Design display_byte_scheduler, sky130hd; sources not shown.
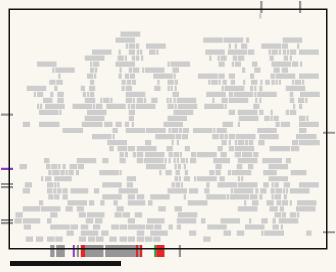
Figure 1: run 1, pin map.
Bar = 50 um. Pins as bars across the die edge, other pins in gray.
- purple: src_index (pins 2; direction output; edge 1 bottom, 1 left)
- red: display_byte (pins 8; direction output; edge bottom)
- green: none_valid (pins 1; direction output; edge bottom)
- all pins by edge: 43 bottom, 6 left, 2 top, 2 right
Die Ht: 107.4 um
PortBufs: 51
Die Span X: 142.5 um

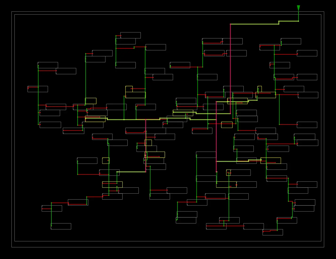
Figure 2: run 1, the clock network.
clk pwr: 1360 uW
skew final: 0.01005 ns

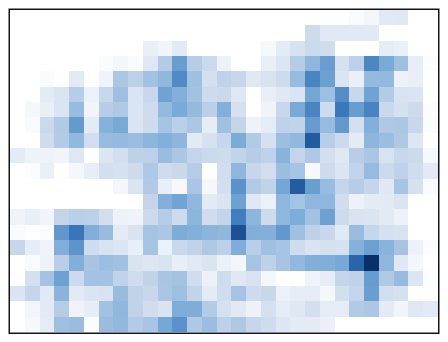
Figure 3: run 1, wiring heat map.
The die is cut into 29 by 21 equal tiles; white is low, dark blue is high, scaled to the fullest tile. Values are wire area over tile area, all layers added.
- tiles over half the peak: 6.9%
- nearly empty tiles: 23%
- emptiest ninth of the die: top left
Avg WL per Cell: 13.13 um
GRT Util Overall: 13.16%
vias: 3,079

==> impl_metrics.py, run 1 <==
# Flow results
metrics = {
    "setup_path": {
        "end_kind": "flip-flop",
        "r2r_cells": 10,
    },
    "yosys": {
        "mux_area_share_pct": 5.801,
        "fa_ha_area_share_pct": 1.690,
        "area_leaders": "dfrtp_1 (48%), xnor2_1 (7.1%), nor2_1 (6.4%)",
        "synthArstFlopShare_pct": 100.0,
        "ys_chip_area_um2": 4443,
        "ys_cells": 411,
        "ys.warnings.count": 0,
    },
    "pwr": {
        "seq_power_share_pct": 43.7,
        "leakagePower_uw": 0.002357,
        "combPwrFrac_pct": 21.2,
    },
    "routing": {
        "drtPass1Iterations": 4,
    },
    "global_route": {
        "antenna_found_initial": 1,
        "grt_pass1_vias": 3110,
    },
    "floorplan": {
        "pin_count": 53,
    },
    "timing": {
        "setup_ws_ns": 0.1045,
        "min_period_over_period_pct": 95.64,
    },
    "outcome": {
        "status": "finished clean",
    },
    "clock_network": {
        "numCtsBuffers": 9,
    },
    "cells_and_area": {
        "fin_nets": 533,
    },
}
-- run 1: critical path: stages, from the launching register on --
cell     delay [ns]
dfrtp_1        0.37
or3b_2         0.52
nor4_4         0.29
and2_4         0.20
ha_4           0.14
ha_4           0.14
nand3_4        0.09
nor2_4         0.11
and3_1         0.16
xnor2_1        0.11
nor2_1         0.05
-- run 1: layout make-up --
class / instances / area, um^2
Clock buffer: 11 / 252.7
Clock inverter: 5 / 36.28
Fill cell: 1429 / 8786
Inverter: 11 / 41.29
Multi-Input combinational cell: 298 / 2095
Sequential cell: 91 / 2285
Tap cell: 200 / 250.2
Timing Repair Buffer: 76 / 708.2
-- run 1: cells by family (layout without fill, tap and decap cells) --
| logic type | Yosys count | count (layout) |
|---|---|---|
| adders and majority gates | 6 | 6 |
| AOI/OAI and AO/OA | 10 | 10 |
| muxes | 13 | 13 |
| DFF | 91 | 91 |
| buffers and inverters | 22 | 103 |
| other | 1 | 1 |
| and+or+nand+nor | 203 | 203 |
| xor gates and xnor gates | 65 | 65 |
-- run 1: power by group through the flow --
stage	clock, uW	sequential (uW)	combinational, uW
2_1_floorplan	0	1750	482
3_3_place_gp	0	1730	835
3_5_place_dp	0	1730	842
4_1_cts	1430	1700	845
5_1_grt	1490	1710	905
6_report	1360	1690	823
-- run 1: stage by stage --
stage | instance area (um^2) | hold WS [ns] | total power [uW] | util [%]
after floorplan | 4487 | 0.1844 | 2227 | -
after global placement | 5336 | 0.3474 | 2560 | 36.92
after detailed placement | 5336 | 0.3472 | 2568 | 36.92
after CTS | 5625 | 0.1407 | 3971 | 38.92
after global routing | 5668 | 0.1645 | 4101 | 39.21
final | 5668 | 0.1286 | 3878 | 39.21
-- run 1: metal layers --
layer / wire [um] / vias to the layer above
met5: 0 / -
li1: - / 1553
met2: 3709 / 27
met3: 280 / 9
met1: 5002 / 1490
met4: 96 / 0
-- run 1: timing repair --
| action | in CTS | in global routing |
|---|---|---|
| hold endpoints to repair | 0 | 0 |
| setup endpoints to repair | 0 | 4 |
| resized | 0 | 4 |
| hold buffers | 0 | 0 |
| setup buffers | 0 | 3 |
-- run 1: cells in the final DEF, fill, tap and decap left out, drive strengths merged, types with 2 or more instances in the layout --
| master | count |
|---|---|
| nand3 | 24 |
| nand2b | 3 |
| a21oi | 2 |
| buf | 26 |
| nor4 | 4 |
| nor2b | 12 |
| dfstp | 6 |
| nand2 | 23 |
| nand4 | 16 |
| nor2 | 76 |
| inv | 12 |
| clkinv | 4 |
| or4b | 3 |
| o21ai | 3 |
| clkdlybuf4s50 | 50 |
| nor3b | 5 |
| xor2 | 29 |
| and4 | 6 |
| mux2 | 2 |
| dfrtp | 85 |
| nor4b | 5 |
| a31oi | 2 |
| and3 | 5 |
| xnor2 | 36 |
| ha | 6 |
| clkbuf | 11 |
| and2 | 4 |
| mux4 | 10 |
| nand4b | 2 |
| nor3 | 10 |
==> run 2: changes to the inputs <==
--- a/config.mk
+++ b/config.mk
@@ -7,6 +7,7 @@
 export LEC_CHECK = 0
 export CORE_ASPECT_RATIO = 0.75
 export CORE_UTILIZATION = 30
+export CTS_CLUSTER_DIAMETER = 50
 export DETAILED_ROUTE_END_ITERATION = 8
 export PLACE_DENSITY = 0.46
 export SYNTH_ARGS = -nofsm -noshare
==> impl_metrics.py, run 2 <==
# Flow results
metrics = {
    "outcome": {
        "status": "finished clean",
    },
    "setup_path": {
        "r2r_cells": 10,
        "end_kind": "flip-flop",
        "crit_slowest_cell": "or3b_2",
        "crit_top_cell": "ha_4",
        "rrSetupSlack_ns": 0.10,
        "max_stage_delay_ns": 0.52,
        "cp_cell_sequence": "or3b_2 > nor4_4 > and2_4 > ha_4 > ha_4 > nand3_4 > nor2_4 > and3_1 > xnor2_1 > nor2_1",
    },
    "routing": {
        "wire_per_inst_um": 13.13,
        "drc_errors": 0,
        "routed-via-count": 3079,
        "drtPass1Iterations": 4,
    },
    "timing": {
        "whs_ns": 0.1286,
        "setup_ws_ns": 0.1045,
        "min_period_over_period_pct": 95.64,
        "finalHoldViolCount": 0,
        "finClkSkew_ns": 0.01005,
    },
    "yosys": {
        "yosysSeqAreaShare_pct": 51.42,
        "area_leaders": "dfrtp_1 (48%), xnor2_1 (7.1%), nor2_1 (6.4%)",
        "synthArstFlopShare_pct": 100.0,
        "ys.warnings.count": 0,
        "ys_chip_area_um2": 4443,
        "ys_cells": 411,
    },
    "global_route": {
        "grt_pass1_vias": 3110,
        "antenna_found_initial": 1,
        "grt_usage_pct": 13.16,
    },
    "cells_and_area": {
        "final.fill_count": 1429,
        "fin_nets": 533,
        "stdcell_area_um2": 5668,
        "lay_top_cells": "dfrtp_1 (85), nor2_1 (74), clkdlybuf4s50_1 (50), xnor2_1 (36), xor2_1 (29)",
    },
    "pwr": {
        "seq_power_share_pct": 43.7,
        "clkPwrFrac_pct": 35.1,
        "power_uw": 3878,
        "combPwrFrac_pct": 21.2,
    },
    "floorplan": {
        "die_height_um": 107.4,
        "fp.dieW_um": 142.5,
        "pin_count": 53,
        "die_area_um2": 15310,
    },
    "placement": {
        "port_buffers": 51,
        "preCtsSetupSlack_ns": 0.03414,
        "placed_cell_area_um2": 5336,
    },
}
[run 2: power groups by stage]
| stage | combinational [uW] | clock, uW | sequential [uW] |
|---|---|---|---|
| floorplan | 482 | 0 | 1750 |
| global placement | 835 | 0 | 1730 |
| detailed placement | 842 | 0 | 1730 |
| CTS | 845 | 1430 | 1700 |
| global route | 905 | 1490 | 1710 |
| finish | 823 | 1360 | 1690 |
[run 2: layout make-up]
class | instances | area (um^2) | area share (%)
tap | 200 | 250.2 | 4.415
sequential | 91 | 2285 | 40.31
multi-input combinational | 298 | 2095 | 36.95
timing repair buffer | 76 | 708.2 | 12.49
inverter | 11 | 41.29 | 0.7285
clock buffer | 11 | 252.7 | 4.459
clock inverter | 5 | 36.28 | 0.6402
[run 2: kinds of logic (layout without fill, tap and decap cells)]
| group | Yosys count | in the layout | synth area share (%) |
|---|---|---|---|
| compound gates | 10 | 10 | 1.549 |
| xor+xnor | 65 | 65 | 12.81 |
| fa+ha+maj | 6 | 6 | 1.690 |
| buf+inv | 22 | 103 | 2.732 |
| flops | 91 | 91 | 51.42 |
| mux | 13 | 13 | 5.801 |
| other cells | 1 | 1 | 0.08440 |
| simple gates | 203 | 203 | 23.91 |
[run 2: layer usage]
layer | part of all wire, % | vias up | GRT usage, %
li1 | - | 1553 | -
met4 | 1.1 | 0 | 3.687
met3 | 3.1 | 9 | 3.514
met5 | 0 | - | 0
met1 | 55 | 1490 | 19.57
met2 | 41 | 27 | 18.42
[run 2: metrics by stage]
stage	cells	utilization [%]	setup TNS, ns
CTS	689	38.92	0
global placement	673	36.92	0
detailed placement	673	36.92	0
finish	692	39.21	0
global route	692	39.21	-0.03334
floorplan	411	-	-0.02672
[run 2: timing repair]
action                                  CTS  global route
gates resized                             0             4
endpoints found under the setup margin    0             4
hold buffers                              0             0
buffers inserted                          0             3
[run 2: worst max-delay path, delay by kind of cell (launching register included)]
kind | cells | cell delay (ns)
and+or+nand+nor | 7 | 1.42
DFF | 1 | 0.37
adders and majority gates | 2 | 0.28
xor gates and xnor gates | 1 | 0.11
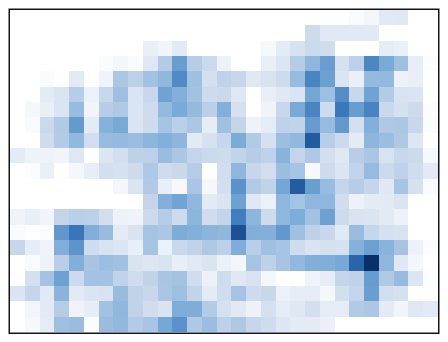
Figure 4: run 2, wiring heat map.
The die is cut into 29 by 21 equal tiles; white is low, dark blue is high, scaled to the fullest tile. Values are wire area over tile area, all layers added.
- emptiest ninth of the die: top left
- mean over tiles: 0.091
- nearly empty tiles: 23%
Routed Wire Length: 9089 um

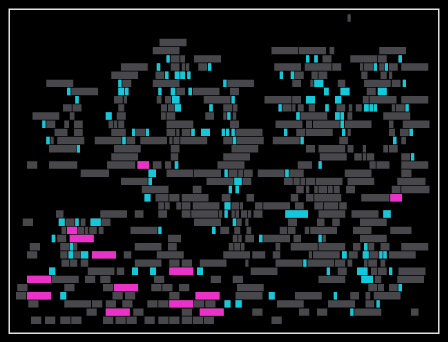
Figure 5: run 2, gate families picked out.
- cyan: nor cells (cells 112; where all over the die)
- magenta: mux cells (cells 13)
most frequent logic cell in the layout: dfrtp_1
non-filler cells, final: 692

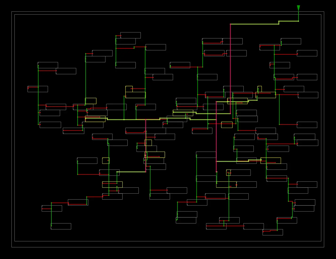
Figure 6: run 2, the clock network.
Seq Cell Count: 91
Clock Latency Late Sink: 0.34 ns
Sinks on Clock Net: 91
# clk buffers: 11
CTS Buf Count: 9

Power figures rest on the tool's default switching activity, not on a simulated workload.
